## config.mk

```make
export PLATFORM = sky130hd
export DESIGN_NAME = vai_mgr_csr
export DESIGN_NICKNAME = d
export VERILOG_FILES = /design/src/rtl/vai_mgr_csr_pkg.sv /design/src/rtl/vai_reset_timer.sv /design/src/rtl/vai_mgr_csr.sv
export SDC_FILE = /design/constraint.sdc
export NUM_CORES = 2
export LEC_CHECK = 0
export CAP_MARGIN = 5
export CORE_MARGIN = 8
export CORE_UTILIZATION = 47
export CTS_CLUSTER_SIZE = 28
export DETAILED_ROUTE_END_ITERATION = 16
export DONT_BUFFER_PORTS = 1
export PLACE_DENSITY = 0.72
export SETUP_SLACK_MARGIN = 0.1
export SLEW_MARGIN = 5
export SYNTH_ARGS = -nofsm -noshare
export SYNTH_HDL_FRONTEND = slang
export SYNTH_HIERARCHICAL = 1
export SYNTH_SLANG_ARGS = --single-unit
```

## constraint.sdc

```tcl
create_clock -name pClk -period 4.2 [get_ports pClk]
set_input_delay 0.84 -clock pClk [delete_from_list [all_inputs] [get_ports pClk]]
set_output_delay 0.84 -clock pClk [all_outputs]
set_load 0.01 [all_outputs]
```

## src/rtl/vai_mgr_csr_pkg.sv

```systemverilog
// Purpose : shared qword map, manager ID and VMID type for the VAI manager CSR block.
// Latency : n/a (constants and types only).
// Backpressure: n/a.
package vai_mgr_csr_pkg;

  // Qword indices inside the 512-qword control window.
  localparam logic [8:0] DFH         = 9'h000;
  localparam logic [8:0] ID_LO       = 9'h001;
  localparam logic [8:0] ID_HI       = 9'h002;
  localparam logic [8:0] RESET       = 9'h003;
  localparam logic [8:0] NAFUS       = 9'h004;
  localparam logic [8:0] CTRL        = 9'h005;
  localparam logic [8:0] RST_CYCLES  = 9'h006;
  localparam logic [8:0] OFFSET_BASE = 9'h010;
  localparam logic [8:0] DBG         = 9'h020;
  localparam logic [8:0] C0CNT_BASE  = 9'h040;
  localparam logic [8:0] C1CNT_BASE  = 9'h060;

  localparam logic [127:0] MGR_ID = 128'hd1d383aaca4c4c60_a0a013a421139e6a;

  // Wide enough for the largest legal sub-AFU count (32).
  typedef logic [4:0] t_vmid;

endpackage

```

## src/rtl/vai_reset_timer.sv

```systemverilog
// Purpose : one sub-AFU reset bit with an auto-clear down-counter.
// Latency : rst_out follows a load on the next clock; auto-clear after 'cycles' clocks.
// Backpressure: none; a load is always accepted and beats a same-cycle expiry.
// Ports   : clk, rst (sync, active high), load/load_bit (software write of this bit),
//           cycles (auto-clear length, 0 = hold), rst_out (registered reset bit).
module vai_reset_timer
  import vai_mgr_csr_pkg::*;
#(
  parameter int TIMER_W = 16
) (
  input  logic               clk,
  input  logic               rst,
  input  logic               load,
  input  logic               load_bit,
  input  logic [TIMER_W-1:0] cycles,
  output logic               rst_out
);

  logic               bit_q, bit_d;
  logic [TIMER_W-1:0] cnt_q, cnt_d;

  always_comb begin
    bit_d = bit_q;
    cnt_d = cnt_q;
    if (load) begin
      // Writing 0 clears and stops; writing 1 with cycles==0 leaves cnt at 0 so the bit holds.
      bit_d = load_bit;
      cnt_d = load_bit ? cycles : '0;
    end else if (cnt_q != '0) begin
      cnt_d = cnt_q - TIMER_W'(1);
      if (cnt_q == TIMER_W'(1)) bit_d = 1'b0;
    end
  end

  always_ff @(posedge clk) begin
    if (rst) begin
      bit_q <= 1'b0;
      cnt_q <= '0;
    end else begin
      bit_q <= bit_d;
      cnt_q <= cnt_d;
    end
  end

  assign rst_out = bit_q;

endmodule

```

## src/rtl/vai_mgr_csr.sv

```systemverilog
// Purpose : VAI manager control-MMIO CSR window: DFH/ID, sub-AFU offsets, timed sub-AFU
//           resets and per-VMID saturating c0/c1 TX counters.
// Latency : read request sampled at T -> rsp_valid at T+3; write visible to reads issued at T+1.
// Backpressure: none; one request per cycle, write wins if rd and wr arrive together.
// Ports   : pClk / pck_cp2af_softReset (sync, active high); mmio_* request in;
//           tx_c0_* / tx_c1_* counter events; rsp_* read response out;
//           offset_array, sub_afu_reset per-VMID outputs.
// Option  : VAI_MGR_CSR_DBG_EN adds input dbg[63:0], readable at qword 0x20, DFH bit41 = 1.
module vai_mgr_csr
  import vai_mgr_csr_pkg::*;
#(
  parameter int NUM_SUB_AFUS = 8,
  parameter int COUNTER_W    = 48,
  parameter int ADDR_W       = 16,
  parameter int RST_TIMER_W  = 16,
  localparam int VMID_W      = (NUM_SUB_AFUS > 1) ? $clog2(NUM_SUB_AFUS) : 1
) (
  input  logic              pClk,
  input  logic              pck_cp2af_softReset,
  input  logic              mmio_rd_valid,
  input  logic              mmio_wr_valid,
  input  logic [ADDR_W-1:0] mmio_addr,
  input  logic [8:0]        mmio_tid,
  input  logic [63:0]       mmio_wdata,
  input  logic              tx_c0_valid,
  input  logic [VMID_W-1:0] tx_c0_vmid,
  input  logic              tx_c1_valid,
  input  logic [VMID_W-1:0] tx_c1_vmid,
`ifdef VAI_MGR_CSR_DBG_EN
  input  logic [63:0]       dbg,
`endif
  output logic              rsp_valid,
  output logic [8:0]        rsp_tid,
  output logic [63:0]       rsp_data,
  output logic [63:0]       offset_array [NUM_SUB_AFUS],
  output logic [NUM_SUB_AFUS-1:0] sub_afu_reset
);

  localparam int QA_W = ADDR_W - 1;

`ifdef VAI_MGR_CSR_DBG_EN
  localparam logic DBG_BIT = 1'b1;
`else
  localparam logic DBG_BIT = 1'b0;
`endif
  localparam logic [63:0] DFH_VAL = {4'h1, 18'b0, DBG_BIT, 1'b1, 40'b0};

  logic rst;
  assign rst = pck_cp2af_softReset;

  // Dword address LSB is irrelevant for qword registers.
  logic unused_addr_lsb;
  assign unused_addr_lsb = mmio_addr[0];

  // ---------------- pipeline registers ----------------
  logic            s1_vld_q, s1_vld_d, s1_wr_q, s1_wr_d;
  logic [QA_W-1:0] s1_qaddr_q, s1_qaddr_d;
  logic [8:0]      s1_tid_q, s1_tid_d;
  logic [63:0]     s1_wdata_q, s1_wdata_d;

  logic            s2_rd_q, s2_rd_d, s2_wr_q, s2_wr_d;
  logic [8:0]      s2_qidx_q, s2_qidx_d, s2_tid_q, s2_tid_d;
  logic [63:0]     s2_wdata_q, s2_wdata_d;

  logic            s3_rd_q, s3_rd_d;
  logic [8:0]      s3_qidx_q, s3_qidx_d, s3_tid_q, s3_tid_d;

  logic            rsp_valid_q, rsp_valid_d;
  logic [8:0]      rsp_tid_q, rsp_tid_d;
  logic [63:0]     rsp_data_q, rsp_data_d;

  // ---------------- architectural state ----------------
  logic [63:0]            offset_q [NUM_SUB_AFUS];
  logic [63:0]            offset_d [NUM_SUB_AFUS];
  logic [RST_TIMER_W-1:0] rst_cycles_q, rst_cycles_d;
  logic                   freeze_q, freeze_d;
  logic [COUNTER_W-1:0]   c0_cnt_q [NUM_SUB_AFUS];
  logic [COUNTER_W-1:0]   c0_cnt_d [NUM_SUB_AFUS];
  logic [COUNTER_W-1:0]   c1_cnt_q [NUM_SUB_AFUS];
  logic [COUNTER_W-1:0]   c1_cnt_d [NUM_SUB_AFUS];
`ifdef VAI_MGR_CSR_DBG_EN
  logic [63:0]            dbg_q, dbg_d;
`endif

  logic        in_win;
  logic        wr_reset;
  logic        clr_pulse;
  logic [63:0] rd_mux;

  // Control window is the first 1024 dwords; anything above is silently dropped.
  assign in_win   = (s1_qaddr_q >> 9) == '0;
  assign wr_reset = s2_wr_q && (s2_qidx_q == RESET);

  // ---------------- request pipeline ----------------
  always_comb begin
    s1_vld_d   = mmio_rd_valid | mmio_wr_valid;
    s1_wr_d    = mmio_wr_valid;
    s1_qaddr_d = mmio_addr[ADDR_W-1:1];
    s1_tid_d   = mmio_tid;
    s1_wdata_d = mmio_wdata;

    s2_rd_d    = s1_vld_q && !s1_wr_q && in_win;
    s2_wr_d    = s1_vld_q &&  s1_wr_q && in_win;
    s2_qidx_d  = s1_qaddr_q[8:0];
    s2_tid_d   = s1_tid_q;
    s2_wdata_d = s1_wdata_q;

    s3_rd_d    = s2_rd_q;
    s3_qidx_d  = s2_qidx_q;
    s3_tid_d   = s2_tid_q;

    rsp_valid_d = s3_rd_q;
    rsp_tid_d   = s3_tid_q;
    rsp_data_d  = s3_rd_q ? rd_mux : '0;
  end

  // ---------------- register writes (commit from S2) ----------------
  always_comb begin
    offset_d     = offset_q;
    rst_cycles_d = rst_cycles_q;
    freeze_d     = freeze_q;
    clr_pulse    = 1'b0;
    if (s2_wr_q) begin
      if (s2_qidx_q == CTRL) begin
        freeze_d  = s2_wdata_q[1];
        clr_pulse = s2_wdata_q[0];
      end
      if (s2_qidx_q == RST_CYCLES) rst_cycles_d = s2_wdata_q[RST_TIMER_W-1:0];
      for (int v = 0; v < NUM_SUB_AFUS; v++) begin
        if (s2_qidx_q == OFFSET_BASE + 9'(v)) offset_d[v] = s2_wdata_q;
      end
    end
  end

`ifdef VAI_MGR_CSR_DBG_EN
  always_comb dbg_d = dbg;
`endif

  // ---------------- TX counters ----------------
  always_comb begin
    c0_cnt_d = c0_cnt_q;
    c1_cnt_d = c1_cnt_q;
    for (int v = 0; v < NUM_SUB_AFUS; v++) begin
      if (clr_pulse) begin
        // Clear beats a same-cycle increment.
        c0_cnt_d[v] = '0;
        c1_cnt_d[v] = '0;
      end else if (!freeze_q) begin
        // Out-of-range VMIDs never match any v, so they are dropped here.
        if (tx_c0_valid && (t_vmid'(tx_c0_vmid) == t_vmid'(v)) && (c0_cnt_q[v] != '1))
          c0_cnt_d[v] = c0_cnt_q[v] + COUNTER_W'(1);
        if (tx_c1_valid && (t_vmid'(tx_c1_vmid) == t_vmid'(v)) && (c1_cnt_q[v] != '1))
          c1_cnt_d[v] = c1_cnt_q[v] + COUNTER_W'(1);
      end
    end
  end

  // ---------------- read mux (S3) ----------------
  always_comb begin
    rd_mux = '1;
    case (s3_qidx_q)
      DFH:        rd_mux = DFH_VAL;
      ID_LO:      rd_mux = MGR_ID[63:0];
      ID_HI:      rd_mux = MGR_ID[127:64];
      RESET:      rd_mux = 64'(sub_afu_reset);
      NAFUS:      rd_mux = 64'(NUM_SUB_AFUS);
      CTRL:       rd_mux = {62'b0, freeze_q, 1'b0};
      RST_CYCLES: rd_mux = 64'(rst_cycles_q);
      default:    rd_mux = '1;
    endcase
    for (int v = 0; v < NUM_SUB_AFUS; v++) begin
      if (s3_qidx_q == OFFSET_BASE + 9'(v)) rd_mux = offset_q[v];
      if (s3_qidx_q == C0CNT_BASE + 9'(v))  rd_mux = 64'(c0_cnt_q[v]);
      if (s3_qidx_q == C1CNT_BASE + 9'(v))  rd_mux = 64'(c1_cnt_q[v]);
    end
`ifdef VAI_MGR_CSR_DBG_EN
    // With more than 16 sub-AFUs this shadows the read of offset[16].
    if (s3_qidx_q == DBG) rd_mux = dbg_q;
`endif
  end

  // ---------------- flops ----------------
  always_ff @(posedge pClk) begin
    if (rst) begin
      s1_vld_q     <= 1'b0;
      s1_wr_q      <= 1'b0;
      s1_qaddr_q   <= '0;
      s1_tid_q     <= '0;
      s1_wdata_q   <= '0;
      s2_rd_q      <= 1'b0;
      s2_wr_q      <= 1'b0;
      s2_qidx_q    <= '0;
      s2_tid_q     <= '0;
      s2_wdata_q   <= '0;
      s3_rd_q      <= 1'b0;
      s3_qidx_q    <= '0;
      s3_tid_q     <= '0;
      rsp_valid_q  <= 1'b0;
      rsp_tid_q    <= '0;
      rsp_data_q   <= '0;
      rst_cycles_q <= '0;
      freeze_q     <= 1'b0;
      for (int v = 0; v < NUM_SUB_AFUS; v++) begin
        offset_q[v] <= '0;
        c0_cnt_q[v] <= '0;
        c1_cnt_q[v] <= '0;
      end
`ifdef VAI_MGR_CSR_DBG_EN
      dbg_q        <= '0;
`endif
    end else begin
      s1_vld_q     <= s1_vld_d;
      s1_wr_q      <= s1_wr_d;
      s1_qaddr_q   <= s1_qaddr_d;
      s1_tid_q     <= s1_tid_d;
      s1_wdata_q   <= s1_wdata_d;
      s2_rd_q      <= s2_rd_d;
      s2_wr_q      <= s2_wr_d;
      s2_qidx_q    <= s2_qidx_d;
      s2_tid_q     <= s2_tid_d;
      s2_wdata_q   <= s2_wdata_d;
      s3_rd_q      <= s3_rd_d;
      s3_qidx_q    <= s3_qidx_d;
      s3_tid_q     <= s3_tid_d;
      rsp_valid_q  <= rsp_valid_d;
      rsp_tid_q    <= rsp_tid_d;
      rsp_data_q   <= rsp_data_d;
      rst_cycles_q <= rst_cycles_d;
      freeze_q     <= freeze_d;
      offset_q     <= offset_d;
      c0_cnt_q     <= c0_cnt_d;
      c1_cnt_q     <= c1_cnt_d;
`ifdef VAI_MGR_CSR_DBG_EN
      dbg_q        <= dbg_d;
`endif
    end
  end

  // ---------------- per-VMID reset timers ----------------
  for (genvar v = 0; v < NUM_SUB_AFUS; v++) begin : g_rst_timer
    vai_reset_timer #(
      .TIMER_W(RST_TIMER_W)
    ) u_timer (
      .clk     (pClk),
      .rst     (rst),
      .load    (wr_reset),
      .load_bit(s2_wdata_q[v]),
      .cycles  (rst_cycles_q),
      .rst_out (sub_afu_reset[v])
    );
  end

  assign rsp_valid    = rsp_valid_q;
  assign rsp_tid      = rsp_tid_q;
  assign rsp_data     = rsp_data_q;
  assign offset_array = offset_q;

endmodule
```

Figure 1. Met4 routing.
Drawn at 1 px/micron.
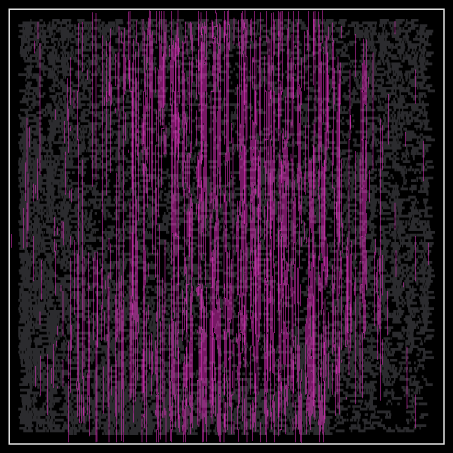
share of all routed wire: 11%
main direction: vertical
nets with wire on the layer: 590
Vias: 87400
WL final: 475000 microns

Figure 2. Clock distribution.
Drawn at 1 px/micron.
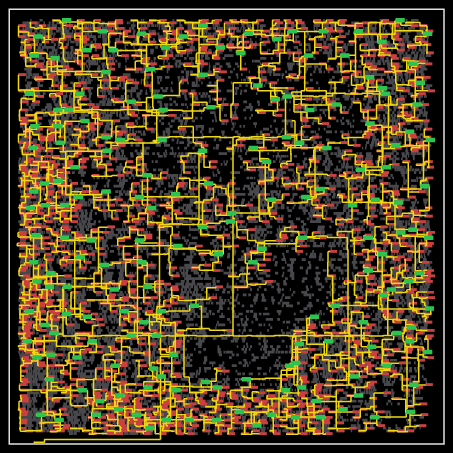
[yellow] clock wires | length: 22.9 mm
[red] flip-flops | count: 1700
[green] clock-net drivers | count: 185
routed clock nets: 186
flops lie: all over the die
skew final: 0.0613 ns
clock power share: 44.0%
clk_lat worst skew: 0.91 ns
Clk. pwr: 17.9 mW

Figure 3. Zoomed window.
Window x 315 to 335, y 98 to 118 microns. Cells in gray, sequential cells in the stronger gray; small squares are vias.
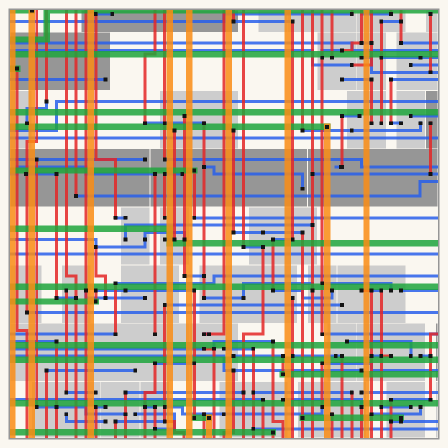
[green] M3
[red] M2
[orange] M4
[blue] M1
most frequent: nor2_1 (5), xnor2_1 (4), dfxtp_1 (4)
netlist names of flops here include: c1_cnt_q (3), c0_cnt_q (1)
sequential cells in the window: 4
cells with their middle in the window: 30

Figure 4. Routing congestion map.
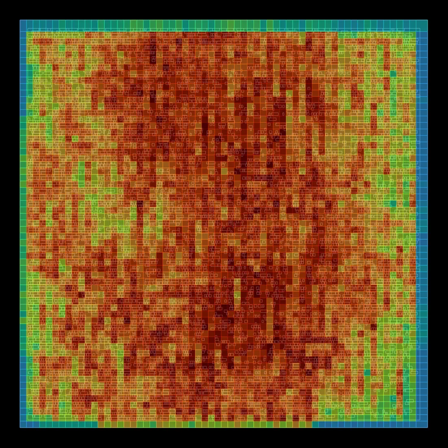
GR Layer Usage met2: 63.8%
met3 Track Usage GR: 19.8%
DR WL/cell: 37.6 microns
GRT Util Overall: 47.8%

==> run summary <==
run results: CP Max Fanout=23, reg2reg path depth=9, Worst-path clk slew=0.06 ns, H-tree levels=4, I/O pin count=around 700, global-route wire length before repair=roughly 630000 microns, register area share after synthesis=between 40 and 50%, Startpoint Class=register, worst path buffer plus inverter count=2, RSZ-0062 raised after global routing=false, Cell Area, Synth=81800 sq um, Die Span X=roughly 430 microns, initial DRC count=about 15000, Post-CTS Hold Fix Bufs=0, initial antenna violation count=between 50 and 60, Slew Viols, Final=0, cell type with the largest total area=dfxtp_1, biggest area cells=dfxtp_1 42%, nand2_1 7.0%, a21oi_1 5.5%, synth-to-layout area growth=12.7%, fin crit share=between 90% and 100%, Routed Antenna Nets=0, dpl cells=around 12000, Peak Freq=242 MHz, most frequent cells after synthesis=1700 x dfxtp_1, 1516 x nand2_1, 946 x nor2_1, 900 x a21oi_1, 512 x clkbuf_1, # nets final=about 10000, flip-flops with a built-in enable=0, PortBufs=0, tool warnings=roughly 58, die area=around 190000 sq um, drt pass-1 iters=9, Distinct cells, synth=~110, endpoints failing setup=0, Mapped Avg Cell Area=~8 sq um, Syn. warnings=6, maximum number of pins on one net before global-route repair=between 700 and 800, total nets after synthesis=between 10000 and 15000, Synth Instances=between 10000 and 15000, LEAKAGE=between 30 and 40 nW, Num Clock Sinks=1700, R2R setup slack=slightly above 0.07 ns, Layout Cells excl Fill=roughly 13000, Final Critical Period=4.13 ns, Core ar.=between 150000 and 200000 sq um, Worst Tran Pin Value=1.48 ns, CTS buffer count=between 150 and 200, Hold EP=s2_tid_q[8]$_SDFF_PP0_, min-delay src=pck_cp2af_softReset, cell with the most instances after synthesis=dfxtp_1, post-detailed-route DRC marker count=0, final hold vios=0, ys flops=~1700, WS Path Type=register to register, WP data required=approximately 4.9 ns, crit path max-delay cell type=nor3_1, Critical R2R Launch=s3_qidx_q[3]$_SDFF_PP0_, clock root cell=clkbuf_16, Slew HR=around 1.2%, Hold Path Depth=1, CP max stage delay=a little under 1 ns, yosys cell count=between 10000 and 15000, vias per inst=roughly 7, Worst EP arrival=roughly 4.9 ns, area reported by Yosys stat=a little over 80000 sq um, CTS tree=yes, top_reg_cell synth=dfxtp_1, Die Y=433 microns, fraction of registers with async set/reset=0%, fp util=a little under half, Placer Congestion=about 1.2, deepest clock path buffer count=3, Power Density=roughly 440 nW/um^2, Top-area cell share=between 40% and 50%, Pwr Total=approximately 40 mW, Hold Crit Class=primary input to register, vias in the first global route=76200, row count=approximately 150, status=finished, final reports clean, worst path cell trace=nor4bb_4, buf_4, buf_4, o21ai_0, a21oi_1, nor3_1, o221ai_1, a21oi_1, nor3_1, global route overflow=0, setup_tns=0 ns, worst reg2reg endpoint=rsp_data[43]$_SDFF_PP0_, Setup crit end kind=register, Detailed Place HPWL=approximately 360000 microns, Hold Worst Slack=0.0369 ns, delay-heaviest family, CP=AND-OR/OR-AND gates, Peak VDD IR=575 uV, fin util=a little over half, layout cells sized above 1=a little under a tenth, max-cap viol count=0
-- kinds of logic (layout without fill, tap and decap cells) --
family,after synthesis,count (layout),synth area share [%]
and+or+nand+nor,4566,4566,27.7
muxes,52,52,0.648
other,0,52,0
adders and majority gates,32,32,0.489
buffers and inverters,839,896,4.43
AOI/OAI and AO/OA,2353,2353,18.1
xor gates and xnor gates,652,652,6.98
DFF,1700,1700,41.6
-- cells in the final DEF, fill, tap and decap left out, types with 52 or more instances in the layout --
cell type,count
and3_1,150
dfxtp_1,1685
diode_2,52
o22ai_1,179
nor2b_1,223
nor4_1,142
and4_1,127
o221ai_1,105
a211oi_1,78
xnor2_1,371
or3_1,139
o21ai_0,425
buf_4,389
nor3_1,313
xor2_1,281
inv_1,124
nand2_1,1512
clkbuf_16,186
nor2_1,940
a21oi_1,899
a221oi_1,68
a22oi_1,79
and2_1,65
nand3_1,370
nand4_1,260
o211ai_1,85
-- metal layers --
layer | vias to the layer above | wire (microns) | GRT usage [%]
met3 | 1750 | 70300 | 19.8
met4 | 34 | 52400 | 40.3
met1 | 42100 | 171000 | 59.0
li1 | 36300 | - | -
met2 | 7219 | 181000 | 63.8
met5 | - | 325 | 0
-- power by group --
group,internal (mW),switching [mW],leakage [nW]
clock network,10.2,7.63,3.23
logic,1.96,3.33,13.6
registers,16.6,0.761,13.8
total,28.8,11.7,30.6
-- worst max-delay path by stage --
stage	end	depth (start not counted)	from	slack (ns)
6_report	rsp_data[43]$_SDFF_PP0_	9	s3_qidx_q[3]$_SDFF_PP0_	0.07
5_1_grt	rsp_data[9]$_SDFF_PP0_	8	s3_qidx_q[8]$_SDFF_PP0_	0.21
4_1_cts	rsp_data[27]$_SDFF_PP0_	10	s3_qidx_q[1]$_SDFF_PP0_	0.27
3_5_place_dp	rsp_data[27]$_SDFF_PP0_	10	s3_qidx_q[8]$_SDFF_PP0_	0.06
3_3_place_gp	rsp_data[27]$_SDFF_PP0_	10	s3_qidx_q[8]$_SDFF_PP0_	0.23
2_1_floorplan	g_rst_timer[0].u_timer/cnt_q[1]$_SDFFE_PP0P_	11	s2_qidx_q[5]$_SDFF_PP0_	0.97
-- through the flow --
step                      setup WS [ns]  instance area, sq um
after global routing              0.212                 92100
final                            0.0727                 92200
after floorplan                   0.973                 81800
after detailed placement         0.0594                 85300
after CTS                         0.272                 92000
after global placement            0.233                 85300
-- cell type report --
cell class / instances / area, sq um
clock inverters: 88 / 1290
flip-flops and latches: 1700 / 34100
diodes: 52 / 130
fillers: 16200 / 81200
inverters: 134 / 503
clock buffers: 257 / 5340
well taps: 2325 / 2910
multi-input cells: 7655 / 44500
repair buffers: 417 / 3500
-- state kept, by name (all words and copies together), names as in the netlist, 15 cells and up --
name,cells
c0_cnt_q,384
c1_cnt_q,384
g_rst_timer.u_timer/cnt_q,128
offset_array,512
rsp_data,64
rst_cycles_q,16
s1_qaddr_q,15
s1_wdata_q,64
s2_wdata_q,64
-- what timing repair did --
item / in CTS / in global routing
resized: 0 / 3
endpoints found under the setup margin: 1 / 2
buffers inserted: 2 / 2
pin swaps: 1 / 3
Power is estimated from default activity; no workload was simulated.
